`src/rtl/mem_rmw_ctrl_if.sv`:
```
// Request/response/RAM bundle for mem_rmw_ctrl.
// Latency: none; this is a plain signal bundle.
// Backpressure: req_valid/req_ready and rsp_valid/rsp_ready carry the flow control.
// Ports: req_* (MEM-stage request), rsp_* (response), ram_* (word-only single-port RAM).
// slave = controller side, master = requester/RAM side.
interface mem_rmw_ctrl_if #(
    parameter int ADDR_W = 12
);
    logic              req_valid;
    logic              req_ready;
    logic              req_write;
    logic [1:0]        req_sel;
    logic [31:0]       req_addr;
    logic [31:0]       req_wdata;
    logic              rsp_valid;
    logic              rsp_ready;
    logic [31:0]       rsp_rdata;
    logic              rsp_err;
    logic [ADDR_W-1:0] ram_addr;
    logic              ram_re;
    logic              ram_we;
    logic [31:0]       ram_wdata;
    logic [31:0]       ram_rdata;

    modport slave (
        input  req_valid, req_write, req_sel, req_addr, req_wdata, rsp_ready, ram_rdata,
        output req_ready, rsp_valid, rsp_rdata, rsp_err, ram_addr, ram_re, ram_we, ram_wdata
    );

    modport master (
        output req_valid, req_write, req_sel, req_addr, req_wdata, rsp_ready, ram_rdata,
        input  req_ready, rsp_valid, rsp_rdata, rsp_err, ram_addr, ram_re, ram_we, ram_wdata
    );
endinterface

```
`src/rtl/mem_rmw_ctrl.sv`:
```
// Sequences word/half/byte loads and stores onto a word-only sync RAM; sub-word stores do read-modify-write.
// Latency (accept edge counted as 1 to rsp_valid): error 1, word store 2, load 3, sub-word store 4.
// Backpressure: one request in flight; req_ready only in IDLE; response held until rsp_ready.
// Ports: clk, reset (async active-low), bus (mem_rmw_ctrl_if.slave: req_*, rsp_*, ram_*).
module mem_rmw_ctrl #(
    parameter int ADDR_W = 12
) (
    input  logic          clk,
    input  logic          reset,
    mem_rmw_ctrl_if.slave bus
);
    typedef enum logic [2:0] {IDLE, READ, WAIT, WRITE, RESP} state_t;

    localparam logic [1:0] SEL_WORD = 2'b00;
    localparam logic [1:0] SEL_HALF = 2'b01;
    localparam logic [1:0] SEL_BYTE = 2'b10;

    state_t            state;
    logic              lat_write;
    logic [1:0]        lat_sel;
    logic [1:0]        lat_lo;
    logic [15:0]       lat_wdata;
    logic              req_err;
    logic [ADDR_W-1:0] req_waddr;
    logic              unused_addr_hi;

    // Alignment / reserved-size check on the live request, used only at accept.
    always_comb begin
        req_err = 1'b0;
        case (bus.req_sel)
            SEL_WORD: req_err = (bus.req_addr[1:0] != 2'b00);
            SEL_HALF: req_err = bus.req_addr[0];
            SEL_BYTE: req_err = 1'b0;
            default:  req_err = 1'b1;
        endcase
    end

    // Upper address bits are dropped so accesses wrap onto the RAM depth.
    assign req_waddr      = bus.req_addr[ADDR_W+1:2];
    assign unused_addr_hi = ^bus.req_addr[31:ADDR_W+2];

    // Replace the addressed lanes of the RAM word with the store data.
    function automatic logic [31:0] merge(input logic [31:0] old, input logic [1:0] sel,
                                          input logic [1:0] lo, input logic [15:0] wd);
        logic [31:0] w;
        w = old;
        if (sel == SEL_HALF) begin
            if (lo[1]) w[31:16] = wd;
            else       w[15:0]  = wd;
        end else begin
            case (lo)
                2'd0:    w[7:0]   = wd[7:0];
                2'd1:    w[15:8]  = wd[7:0];
                2'd2:    w[23:16] = wd[7:0];
                default: w[31:24] = wd[7:0];
            endcase
        end
        return w;
    endfunction

    always_ff @(posedge clk or negedge reset) begin
        if (!reset) begin
            state         <= IDLE;
            lat_write     <= 1'b0;
            lat_sel       <= SEL_WORD;
            lat_lo        <= 2'b00;
            lat_wdata     <= '0;
            bus.req_ready <= 1'b1;
            bus.rsp_valid <= 1'b0;
            bus.rsp_rdata <= '0;
            bus.rsp_err   <= 1'b0;
            bus.ram_addr  <= '0;
            bus.ram_re    <= 1'b0;
            bus.ram_we    <= 1'b0;
            bus.ram_wdata <= '0;
        end else begin
            // Strobes are single-cycle pulses; only the state that raises them keeps them high.
            bus.ram_re <= 1'b0;
            bus.ram_we <= 1'b0;
            case (state)
                IDLE: begin
                    if (bus.req_valid && bus.req_ready) begin
                        lat_write     <= bus.req_write;
                        lat_sel       <= bus.req_sel;
                        lat_lo        <= bus.req_addr[1:0];
                        lat_wdata     <= bus.req_wdata[15:0];
                        bus.req_ready <= 1'b0;
                        if (req_err) begin
                            bus.rsp_valid <= 1'b1;
                            bus.rsp_err   <= 1'b1;
                            bus.rsp_rdata <= '0;
                            state         <= RESP;
                        end else begin
                            bus.ram_addr <= req_waddr;
                            if (bus.req_write && bus.req_sel == SEL_WORD) begin
                                // Full-word store needs no read of the old word.
                                bus.ram_we    <= 1'b1;
                                bus.ram_wdata <= bus.req_wdata;
                                state         <= WRITE;
                            end else begin
                                bus.ram_re <= 1'b1;
                                state      <= READ;
                            end
                        end
                    end
                end
                READ: begin
                    state <= WAIT;
                end
                WAIT: begin
                    // RAM data is valid now: it becomes either the merged store word or the load result.
                    if (lat_write) begin
                        bus.ram_wdata <= merge(bus.ram_rdata, lat_sel, lat_lo, lat_wdata);
                        bus.ram_we    <= 1'b1;
                        state         <= WRITE;
                    end else begin
                        bus.rsp_valid <= 1'b1;
                        bus.rsp_rdata <= bus.ram_rdata;
                        bus.rsp_err   <= 1'b0;
                        state         <= RESP;
                    end
                end
                WRITE: begin
                    bus.rsp_valid <= 1'b1;
                    bus.rsp_rdata <= '0;
                    bus.rsp_err   <= 1'b0;
                    state         <= RESP;
                end
                RESP: begin
                    if (bus.rsp_ready) begin
                        bus.rsp_valid <= 1'b0;
                        bus.rsp_rdata <= '0;
                        bus.rsp_err   <= 1'b0;
                        bus.req_ready <= 1'b1;
                        state         <= IDLE;
                    end
                end
                default: begin
                    bus.req_ready <= 1'b1;
                    state         <= IDLE;
                end
            endcase
        end
    end
endmodule

```
`src/flat_wrapper.sv`:
```
// flat-port wrapper written by rule: the top's interface ports become plain ports
module mem_rmw_ctrl_flat 
#(
    parameter int ADDR_W = 12
)
  (clk, reset, bus_req_valid, bus_req_write, bus_req_sel, bus_req_addr, bus_req_wdata, bus_rsp_ready, bus_ram_rdata, bus_req_ready, bus_rsp_valid, bus_rsp_rdata, bus_rsp_err, bus_ram_addr, bus_ram_re, bus_ram_we, bus_ram_wdata);
  mem_rmw_ctrl_if #(.ADDR_W(ADDR_W)) bus_i ();
  input  logic clk;
  input  logic reset;
  input wire logic [$bits(bus_i.req_valid)-1:0] bus_req_valid;
  input wire logic [$bits(bus_i.req_write)-1:0] bus_req_write;
  input wire logic [$bits(bus_i.req_sel)-1:0] bus_req_sel;
  input wire logic [$bits(bus_i.req_addr)-1:0] bus_req_addr;
  input wire logic [$bits(bus_i.req_wdata)-1:0] bus_req_wdata;
  input wire logic [$bits(bus_i.rsp_ready)-1:0] bus_rsp_ready;
  input wire logic [$bits(bus_i.ram_rdata)-1:0] bus_ram_rdata;
  output wire logic [$bits(bus_i.req_ready)-1:0] bus_req_ready;
  output wire logic [$bits(bus_i.rsp_valid)-1:0] bus_rsp_valid;
  output wire logic [$bits(bus_i.rsp_rdata)-1:0] bus_rsp_rdata;
  output wire logic [$bits(bus_i.rsp_err)-1:0] bus_rsp_err;
  output wire logic [$bits(bus_i.ram_addr)-1:0] bus_ram_addr;
  output wire logic [$bits(bus_i.ram_re)-1:0] bus_ram_re;
  output wire logic [$bits(bus_i.ram_we)-1:0] bus_ram_we;
  output wire logic [$bits(bus_i.ram_wdata)-1:0] bus_ram_wdata;
  assign bus_i.req_valid = bus_req_valid;
  assign bus_i.req_write = bus_req_write;
  assign bus_i.req_sel = bus_req_sel;
  assign bus_i.req_addr = bus_req_addr;
  assign bus_i.req_wdata = bus_req_wdata;
  assign bus_i.rsp_ready = bus_rsp_ready;
  assign bus_i.ram_rdata = bus_ram_rdata;
  assign bus_req_ready = bus_i.req_ready;
  assign bus_rsp_valid = bus_i.rsp_valid;
  assign bus_rsp_rdata = bus_i.rsp_rdata;
  assign bus_rsp_err = bus_i.rsp_err;
  assign bus_ram_addr = bus_i.ram_addr;
  assign bus_ram_re = bus_i.ram_re;
  assign bus_ram_we = bus_i.ram_we;
  assign bus_ram_wdata = bus_i.ram_wdata;
  mem_rmw_ctrl #(.ADDR_W(ADDR_W)) u_core (.clk(clk), .reset(reset), .bus(bus_i));
endmodule
```
`config.mk`:
```
export PLATFORM = sky130hd
export DESIGN_NAME = mem_rmw_ctrl_flat
export DESIGN_NICKNAME = d
export VERILOG_FILES = /design/src/rtl/mem_rmw_ctrl_if.sv /design/src/rtl/mem_rmw_ctrl.sv /design/src/flat_wrapper.sv
export SDC_FILE = /design/constraint.sdc
export NUM_CORES = 1
export LEC_CHECK = 0
export ABC_AREA = 1
export CAP_MARGIN = 20
export CORE_MARGIN = 2
export CORE_UTILIZATION = 30
export CTS_BUF_LIST = sky130_fd_sc_hd__clkbuf_4 sky130_fd_sc_hd__clkbuf_8
export CTS_CLUSTER_DIAMETER = 40
export DETAILED_ROUTE_END_ITERATION = 10
export HOLD_SLACK_MARGIN = 0.02
export PLACE_DENSITY = 0.6
export SLEW_MARGIN = 20
export SYNTH_ARGS = -nofsm -noshare
export SYNTH_HDL_FRONTEND = slang
export SYNTH_SLANG_ARGS = --single-unit
```
`constraint.sdc`:
```
create_clock -name clk -period 2 [get_ports clk]
set_clock_uncertainty 0.2 [all_clocks]
set_input_delay 0.2 -clock clk [delete_from_list [all_inputs] [get_ports clk]]
set_output_delay 0.2 -clock clk [all_outputs]
set_load 0.02 [all_outputs]
```
==> images/layer_met1.png <==
The bar under the picture is 50 microns long.
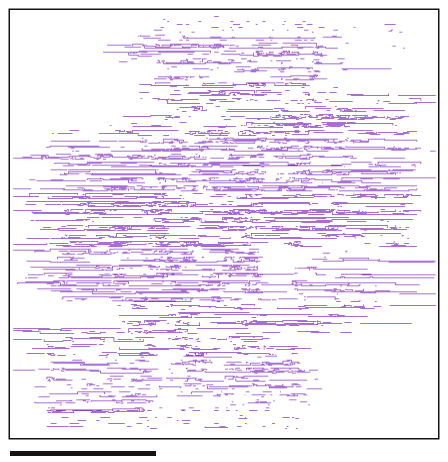
longest straight run: 46.0 microns
nets with wire on the layer: 1004
Post-Route WL: 20410 microns
met1 Usage GRT: 0.2836
count of vias placed by the detailed router: 6201

==> images/layer_met2.png <==
The bar under the picture is 50 microns long. Cells faint in the background.
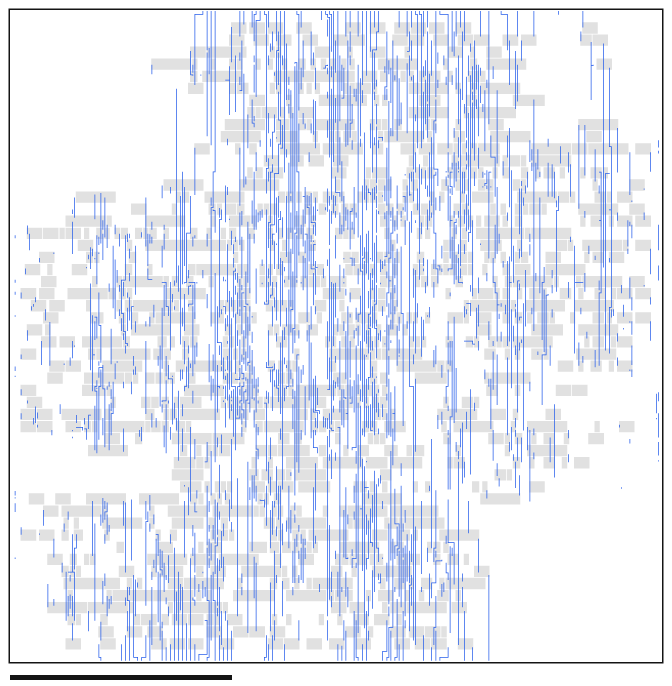
share of all routed wire: 45%
wire length on this layer: 9230 microns
main direction: vertical
nets with wire on the layer: 824
met2 track demand over resource: 0.2930

==> run summary <==
The following summarizes the physical implementation.

Yosys
For this run, the register share of the synthesized area comes to 0.4294. The area fraction of the largest cell type after synthesis is 0.4251. The number of synthesized register bits is 105. The number of nets at floorplan is 993. The number of enable-type register cells in the synthesized netlist is 0. The main area contributors are dfrtp_1 (43%), nand2_1 (19%), nand3_1 (15%). The chip area from the yosys synthesis statistics is 6122 sq um.

The cell area after synthesis is 6122 sq um. The cell taking the most area after synthesis is dfrtp_1. The dominant register cell is dfrtp_1.

By count the netlist is led by nand2_1 (305), nand3_1 (185), dfrtp_1 (104), inv_1 (92), nor2_1 (54). The count of cell types in the netlist is 24. Sorting the synthesis cell report by count puts at the top nand2_1. The average cell area after synthesis is 6.879 sq um.

Final timing
Pins over their slew limit in the final report were tallied at 0. Setup repair after global routing left no endpoint under its margin. The highest attainable clock frequency is 0.5129 GHz. Measured against its own limit, the worst slew margin works out to 0.6092. Post-route period utilization is reported as 0.9748. Looking at the max-slew report, the worst-margin pin has a slew of 0.5843 ns. Summed over all failing endpoints, the final setup total negative slack is 0 ns. The worst setup slack after layout is 0.05039 ns. For this run, the final setup violation count is recorded as 0.

Power and ir drop
The power report attributes to the sequential group a share of 0.298. Summing internal, switching and leakage power gives 11.90 mW. The total leakage power is 4.323 nW.

The fraction of power consumed by combinational cells is 0.569. Of the total power, the clock network draws 0.132. The analysis reports a worst IR drop on VDD of 0.6889 mV.

Floorplan
The placement row count is 52. The floorplan step defined a die boundary enclosing 21570 sq um. The die outline height is 146.9 microns.

The width of the chip is 146.9 microns. The initial utilization of the core area, before any placement, comes to 0.3045.

Placed design
The total placed instance area is 8213 sq um. Per the gpl log, the routability congestion estimate is 0.8737. The minimum setup slack after placement is 0.08336 ns. The count of buffers added on input and output ports is 165. The half-perimeter wire length after detailed placement is 15080 microns.

Layout
The share of cells above drive strength 1 is 0.07028. The final design area excluding fillers is 8479 sq um. Between the synthesized netlist and the finished layout, the area growth was recorded as 38.50%.

Setup path
STA classifies the critical path startpoint as a register. The endpoint required time on the critical path is 1.60 ns. Walking the worst path, the cells encountered are clkdlybuf4s50_1. The family of cells with the greatest summed delay on the critical path is buffers and inverters. The critical path start-end classification is reg2out.

Status
The run finished with clean final reports.

Clock tree
The number of H-tree levels is 3. In this run the clock root is driven by a clkbuf_8. For reference, the clock transition at the flip-flops on the worst setup and hold paths is 0.11 ns.

The number of buffers created by CTS is 9. The TritonCTS clock tree is yes. The number of sinks handled by clock tree synthesis is 105. In this run the post-CTS setup repair buffer count came out at 0.

Detailed routing
Per the detail_route report, vias per standard cell equal 4.687. In the final routed layout, each cell accounts on average for 15.43 microns. The count of unresolved DRC violations after routing is 0. The first detailed-routing pass took 5 iterations. The detailed router finished its first iteration with 659 violations.

Global routing
The wire length of the first global-routing pass is 32670 microns. The initial antenna violation count is 0. Per the GRT congestion report, total overflow comes to 0.

Min path
The kind of path behind the tightest hold check is in2reg.

Flow run
The total number of warnings across the stage logs is 44.
==> images/layer_met3.png <==
The bar under the picture is 50 microns long. Cells faint in the background.
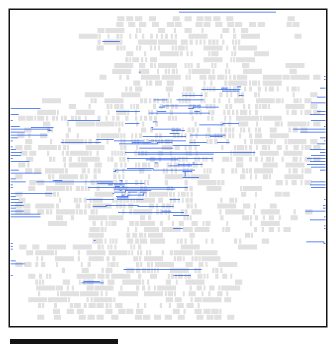
main direction: horizontal
longest straight run: 60.3 microns
wire length on this layer: 1400 microns
share of all routed wire: 6.9%
nets with wire on the layer: 127
GR met3 Demand/Resource: 0.03075

==> images/layer_met4.png <==
The bar under the picture is 50 microns long.
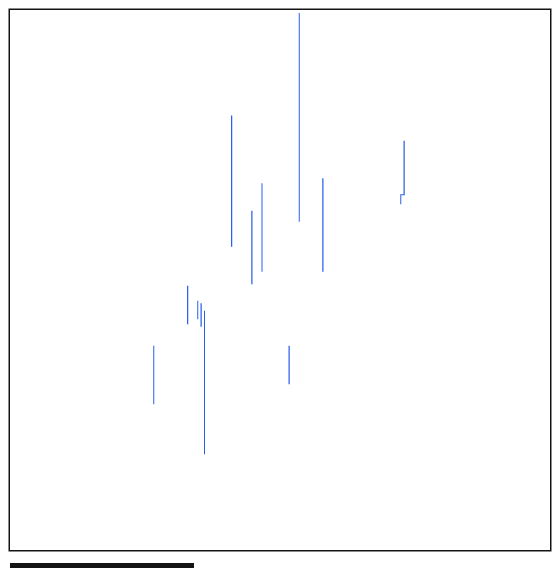
longest straight run: 56.4 microns
wire length on this layer: 264 microns
share of all routed wire: 1.3%
main direction: vertical
nets with wire on the layer: 8

==> layout make-up <==
cell class	count	area (sq um)
Clock inverter	5	85.08
Inverter	100	375.4
Sequential cell	105	2629
Multi-Input combinational cell	631	2836
Fill cell	2115	11620
Timing Repair Buffer	201	2064
Tap cell	270	337.8
Clock buffer	11	151.4
==> through the flow <==
stage / hold slack, ns / utilization / std cells
final: 0.1413 / 0.4218 / 1323
after global routing: 0.1511 / 0.4218 / 1323
after CTS: 0.1407 / 0.4218 / 1323
after detailed placement: -0.09511 / 0.4085 / 1304
after global placement: -0.09399 / 0.4085 / 1304
after floorplan: -0.2956 / - / 890
==> what timing repair did <==
item	4_1_cts	5_1_grt
setup endpoints to repair	0	0
hold endpoints to repair	104	0
hold buffers	3	0
==> logic make-up after synthesis <==
family	Yosys count	synth area share
simple gates	562	0.3918
buf+inv	154	0.1073
flops	105	0.4294
compound gates	69	0.07153
==> placed cells by master (no fill, tap or decap) <==
cell type,synthesis,routed
nand2_1,305,305
nand3_1,185,185
clkdlybuf4s50_1,0,164
dfrtp_1,104,104
inv_1,92,92
nor2_1,54,54
o21bai_1,35,35
buf_4,10,23
o21ai_0,22,22
clkbuf_8,0,11
buf_12,0,11
a21oi_1,9,9
inv_2,8,8
nand2_2,5,5
or2_0,4,4
or2_2,4,4
dlygate4sd3_1,0,3
nor2_2,2,2
nand3_2,2,2
bufinv_16,0,2
nor2_4,1,1
a31oi_1,1,1
o21ai_1,1,1
a21oi_2,1,1
inv_6,0,1
clkinvlp_4,0,1
clkinv_4,0,1
dfstp_2,1,1
==> state kept, by name, summed over array words and instances, names as in the netlist <==
signal and flops:
u_core.lat_wdata 16, u_core.bus.rsp_err 1, u_core.bus.ram_addr 12, u_core.bus.ram_re 1
u_core.bus.rsp_valid 1, u_core.lat_write 1, u_core.state 3, u_core.bus.req_ready 1
u_core.lat_sel 2, u_core.bus.ram_we 1, u_core.lat_lo 2, u_core.bus.rsp_rdata 32
u_core.bus.ram_wdata 32
==> path summary, 6_finish.rpt <==
kind	from	end	slack (ns)	cells after the start
max in group asynchronous	reset	u_core.bus.rsp_rdata[26]	0.47	3
worst max-delay path	u_core.bus.req_ready	bus_req_ready	0.05	1
worst min-delay path	bus_req_addr[7]	u_core.bus.ram_addr[5]	0.14	3
min in group asynchronous	reset	u_core.bus.rsp_rdata[10]	0.15	3
worst min register to register	u_core.bus.ram_addr[5]	u_core.bus.ram_addr[5]	0.28	2
worst max register to register	u_core.state[1]	u_core.bus.ram_wdata[31]	0.21	7
==> power groups by stage <==
stage               Sequential (mW)  Clock (mW)  Combinational (mW)
floorplan                      4.12           0                3.37
global placement               3.56           0                6.72
detailed placement             3.58           0                6.77
CTS                            3.55        1.61                6.81
global route                   3.65        1.69                7.45
finish                         3.55        1.58                6.77
==> layer usage <==
metal | share of wire | up-vias | GRT usage | wire length (microns)
met4 | 0.013 | 0 | 0.04466 | 264
met1 | 0.47 | 2835 | 0.2836 | 9521
li1 | - | 3110 | - | -
met3 | 0.069 | 26 | 0.03075 | 1401
met2 | 0.45 | 230 | 0.2930 | 9224
met5 | 0 | - | 0 | 0
Power is estimated from default activity; no workload was simulated.
